$ cat config.mk
export PLATFORM = sky130hd
export DESIGN_NAME = camera_roi_rx
export DESIGN_NICKNAME = d
export VERILOG_FILES = /design/src/rtl/camera_roi_rx.sv
export SDC_FILE = /design/constraint.sdc
export NUM_CORES = 1
export LEC_CHECK = 0
export ABC_CLOCK_PERIOD_IN_PS = 4500
export CAP_MARGIN = 5
export CELL_PAD_IN_SITES_DETAIL_PLACEMENT = 0
export CELL_PAD_IN_SITES_GLOBAL_PLACEMENT = 1
export CORE_AREA = 2 2 107 161
export DETAILED_ROUTE_END_ITERATION = 10
export DIE_AREA = 0 0 109 163
export PLACE_DENSITY_LB_ADDON = 0.1
export SLEW_MARGIN = 0
export SYNTH_ARGS = -nofsm -noshare
export SYNTH_HDL_FRONTEND = slang
export SYNTH_SLANG_ARGS = --single-unit
export TNS_END_PERCENT = 5
$ cat constraint.sdc
create_clock -name PIXCLK -period 4.5 [get_ports PIXCLK]
set_input_delay 1.35 -clock PIXCLK [delete_from_list [all_inputs] [get_ports PIXCLK]]
set_output_delay 1.35 -clock PIXCLK [all_outputs]
set_load 0.01 [all_outputs]
$ cat src/rtl/camera_roi_rx.sv
// Parallel-sensor capture with ROI cropping, frame strobes/counter and sticky geometry errors.
// Optional decimation is compiled in when CAMERA_RX_DECIM_EN is defined.
module camera_roi_rx #(
    parameter int unsigned H  = 752,
    parameter int unsigned V  = 480,
    parameter int unsigned DW = 10
) (
    input  logic                   PIXCLK,
    input  logic                   RST,
    input  logic                   FRAME_VALID,
    input  logic                   LINE_VALID,
    input  logic [DW-1:0]          DATA_IN,
    input  logic [$clog2(H)-1:0]   ROI_X0,
    input  logic [$clog2(V)-1:0]   ROI_Y0,
    input  logic [$clog2(H+1)-1:0] ROI_W,
    input  logic [$clog2(V+1)-1:0] ROI_H,
    input  logic [1:0]             DECIM,
    input  logic                   ERR_CLR,
    output logic [DW-1:0]          DATA_OUT,
    output logic                   PIXEL_VALID,
    output logic [$clog2(V)-1:0]   CURRENT_LINE,
    output logic [$clog2(H)-1:0]   CURRENT_COLUMN,
    output logic                   FRAME_START,
    output logic                   FRAME_END,
    output logic [15:0]            FRAME_CNT,
    output logic                   ERR_LINE_LONG,
    output logic                   ERR_FRAME_LONG
);
    localparam int unsigned XW = $clog2(H);
    localparam int unsigned YW = $clog2(V);
    localparam int unsigned CW = $clog2(H + 1);
    localparam int unsigned RW = $clog2(V + 1);

    typedef enum logic [1:0] {StWaitIdle, StIdle, StActive} state_t;

    state_t          state;
    logic            fv1, lv1, fv2, lv2, s1;
    logic [DW-1:0]   d1;
    logic [XW-1:0]   x0_s;
    logic [YW-1:0]   y0_s;
    logic [CW-1:0]   w_s;
    logic [RW-1:0]   h_s;
    logic [CW-1:0]   col;
    logic [RW-1:0]   row;

    logic            v2, fs2, fe2, ell2, efl2;
    logic [DW-1:0]   d2;
    logic [XW-1:0]   cx2;
    logic [YW-1:0]   cy2;

    logic            fv_rise, lv_fall, pix, col_full, row_full, in_roi, on_grid, pix_ok;
    logic [CW:0]     dx;
    logic [RW:0]     dy;
    logic [XW-1:0]   cx;
    logic [YW-1:0]   cy;

`ifdef CAMERA_RX_DECIM_EN
    logic [1:0]      decim_s;
    logic [1:0]      shift;
    logic [1:0]      dmask;
`else
    logic            unused_decim;
    assign unused_decim = ^DECIM;
`endif

    always_comb begin
        fv_rise  = fv1 && !fv2;
        lv_fall  = lv2 && !lv1;
        pix      = (state == StActive) && fv1 && lv1;
        col_full = (col == CW'(H));
        row_full = (row == RW'(V));
        // One extra bit so that col<X0 / row<Y0 wraps to a large value and fails the test.
        dx       = (CW+1)'(col) - (CW+1)'(x0_s);
        dy       = (RW+1)'(row) - (RW+1)'(y0_s);
        in_roi   = (col < CW'(H)) && (row < RW'(V)) &&
                   (dx < (CW+1)'(w_s)) && (dy < (RW+1)'(h_s));
`ifdef CAMERA_RX_DECIM_EN
        unique case (decim_s)
            2'd0:    begin shift = 2'd0; dmask = 2'b00; end
            2'd1:    begin shift = 2'd1; dmask = 2'b01; end
            default: begin shift = 2'd2; dmask = 2'b11; end
        endcase
        on_grid = ((dx[1:0] & dmask) == 2'b00) && ((dy[1:0] & dmask) == 2'b00);
        cx      = XW'(dx >> shift);
        cy      = YW'(dy >> shift);
`else
        on_grid = 1'b1;
        cx      = XW'(dx);
        cy      = YW'(dy);
`endif
        pix_ok  = pix && in_roi && on_grid;
    end

    always_ff @(posedge PIXCLK) begin
        if (RST) begin
            state <= StWaitIdle;
            fv1   <= 1'b0;
            lv1   <= 1'b0;
            fv2   <= 1'b0;
            lv2   <= 1'b0;
            s1    <= 1'b0;
            d1    <= '0;
            x0_s  <= '0;
            y0_s  <= '0;
            w_s   <= '0;
            h_s   <= '0;
`ifdef CAMERA_RX_DECIM_EN
            decim_s <= '0;
`endif
            col   <= '0;
            row   <= '0;
            fs2   <= 1'b0;
            fe2   <= 1'b0;
        end else begin
            fv1 <= FRAME_VALID;
            lv1 <= LINE_VALID;
            d1  <= DATA_IN;
            fv2 <= fv1;
            lv2 <= lv1;
            // fv1 only holds a real sample once s1 is set; avoids the reset-cleared fv1
            // being mistaken for a gap in a frame that was already running.
            s1  <= 1'b1;
            fs2 <= 1'b0;
            fe2 <= 1'b0;
            unique case (state)
                StWaitIdle: if (s1 && !fv1) state <= StIdle;
                StIdle: begin
                    if (fv_rise) begin
                        state <= StActive;
                        x0_s  <= ROI_X0;
                        y0_s  <= ROI_Y0;
                        w_s   <= ROI_W;
                        h_s   <= ROI_H;
`ifdef CAMERA_RX_DECIM_EN
                        decim_s <= DECIM;
`endif
                        fs2   <= 1'b1;
                    end
                end
                StActive: begin
                    if (!fv1) begin
                        state <= StIdle;
                        fe2   <= 1'b1;
                    end
                end
                default: state <= StWaitIdle;
            endcase

            if (!lv1) col <= '0;
            else if (pix && !col_full) col <= col + CW'(1);

            if (state == StIdle) row <= '0;
            else if (state == StActive && lv_fall && !row_full) row <= row + RW'(1);
        end
    end

    always_ff @(posedge PIXCLK) begin
        if (RST) begin
            v2             <= 1'b0;
            d2             <= '0;
            cx2            <= '0;
            cy2            <= '0;
            ell2           <= 1'b0;
            efl2           <= 1'b0;
            DATA_OUT       <= '0;
            PIXEL_VALID    <= 1'b0;
            CURRENT_LINE   <= '0;
            CURRENT_COLUMN <= '0;
            FRAME_START    <= 1'b0;
            FRAME_END      <= 1'b0;
            FRAME_CNT      <= '0;
            ERR_LINE_LONG  <= 1'b0;
            ERR_FRAME_LONG <= 1'b0;
        end else begin
            v2             <= pix_ok;
            d2             <= d1;
            cx2            <= cx;
            cy2            <= cy;
            ell2           <= pix && col_full;
            efl2           <= pix && row_full;
            DATA_OUT       <= d2;
            PIXEL_VALID    <= v2;
            CURRENT_LINE   <= cy2;
            CURRENT_COLUMN <= cx2;
            FRAME_START    <= fs2;
            FRAME_END      <= fe2;
            FRAME_CNT      <= FRAME_CNT + 16'(fe2);
            if (ell2) ERR_LINE_LONG <= 1'b1;
            else if (ERR_CLR) ERR_LINE_LONG <= 1'b0;
            if (efl2) ERR_FRAME_LONG <= 1'b1;
            else if (ERR_CLR) ERR_FRAME_LONG <= 1'b0;
        end
    end

endmodule

### Cell classes on the final placement

Scale: 3 px per um. Fill, decap, tap and diode cells in gray.
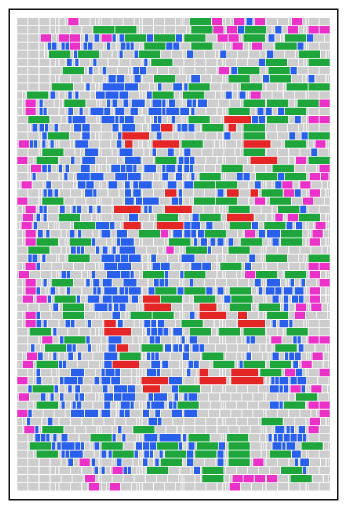
color	class	cells	share of their area
red	clock drivers and dummy loads	32	7.7%
magenta	other buffers and delay cells	105	13%
green	flops	158	39%
blue	combinational and other logic	522	40%
Std-Cell Rows: 58
final core utilization: 0.502
share of cell area taken by flip-flops and latches: 0.382
final instance area: 8280 um2

### Routing congestion

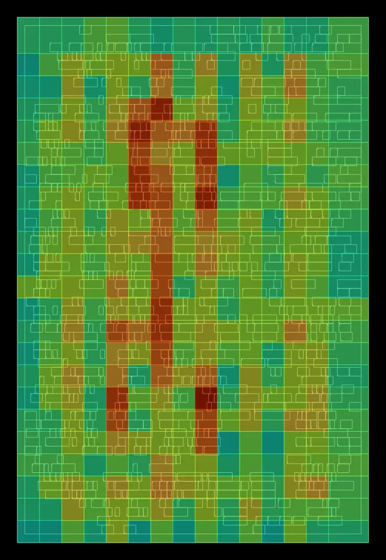
met2 global-route usage: 0.250
met3 Usage GRT: 0.0396
overall routing resource usage: 0.156

### Clock wires, drivers and flops

Scale: 4 px per um.
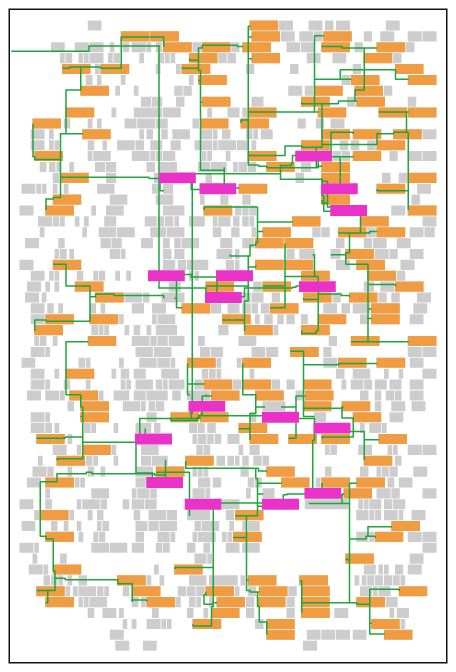
[green] clock wires | length: 1870 um
[orange] flip-flops | count: 158
[magenta] clock drivers | count: 17
routed clock nets	18
flops lie	spread over the die
Clk network pwr share: 0.465
Max Clock Skew: 14.8 ps
Clock net power: 0.00145 W
clk ins delay skew pair: 420 ps

==> job_summary.md <==
## Implementation flow summary

| Metric | Value |
|---|---|
| Kind of launch point of the worst setup path | `register` |
| Worst setup path class | `reg2reg` |
| Outcome | `finished, final reports clean` |
| Worst Hold End | `DATA_OUT[2]` |
| Worst r2r path cells | `14` |
| Worst min-delay path class | `reg2reg` |
| Final wirelength | `13300 um` |
| List of cells traversed by the critical path | `inv_1 > ha_1 > inv_1 > fa_1 > a21o_1 > a31o_1 > a2111oi_2 > a21oi_1 > xor2_1 > ha_1 > a2111o_1 > a2111oi_2 > o221ai_1 > nor3_2` |
| Wire length of the first global-routing pass | `21900 um` |
| Cell area after synthesis | `6450 um2` |
| Drt pass-1 iters | `4` |
| Termination of the worst setup path | `v2` |
| Top Family by Delay on Critical Path | `AND-OR/OR-AND gates` |
| First element of the critical path | `row[0]` |
| Num ports | `105` |
| Synth top area cells | `dfxtp_1, ha_1, nor2b_1` |
| Non-clock buffer area fraction after layout | `0.126` |
| Endpoint type of the worst setup path | `register` |
| Cell area after placement | `7660 um2` |
| Net switching share of the total power | `0.247` |
| Multi-Input Combinational | `472` |
| Worst r2r dst | `v2` |
| Total number of yosys warnings | `0` |
| Largest register by flop count | `FRAME_CNT` |
| Grt met1 use | `0.204` |
| Final antenna diode count | `0` |
| Commonest cells after routing, fill and taps aside | `dfxtp_1, clkdlybuf4s50_1, nand2_1` |
| CP peak stage delay | `400 ps` |
| Min Tclk post-route | `3540 ps` |
| Endpoint required time on the critical path | `4840 ps` |
| Via count | `4900` |
| Sum of met2 wire segment lengths after detailed routing | `6290 um` |
| Top contributor to total power | `clock` |
| Reported max-cap violation count | `0` |
| Floorplan utilization | `0.392` |
| Non-clock inverters | `50` |
| Fillers | `1555` |
### Layout detail

Window x 72 to 92, y 112 to 132 um. Cells in gray, sequential cells in the stronger gray; small squares are vias.
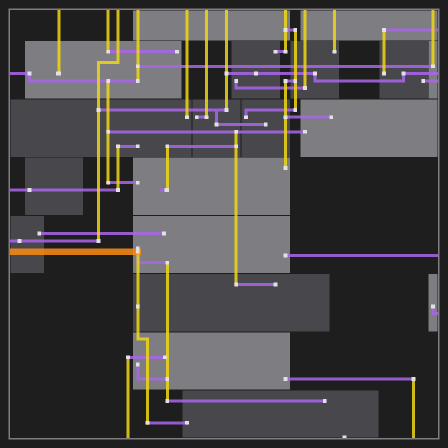
color	layer
yellow	metal 2
orange	metal 3
purple	metal 1
sequential cells in the window	7
netlist names of flops here include	d1 (3), CURRENT_LINE (2), d2 (2)
cells with their middle in the window	17
most frequent	dfxtp_1 (7), nor2b_1 (6), clkbuf_16 (3)

### Power grid

Scale: 2 px per um. Pins as bars on the die edge.
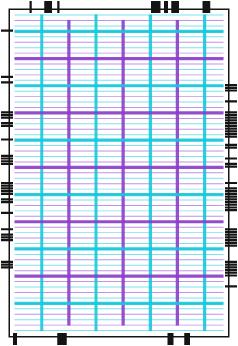
color	net
purple	VDD
cyan	VSS
met1 rails	59
signal pins	105
met4 straps	7
placeable core region: 16500 um2
Die Span X: 109 um
worst supply voltage drop on vdd: 0.252 mV

Power and IR drop assume default switching activity.
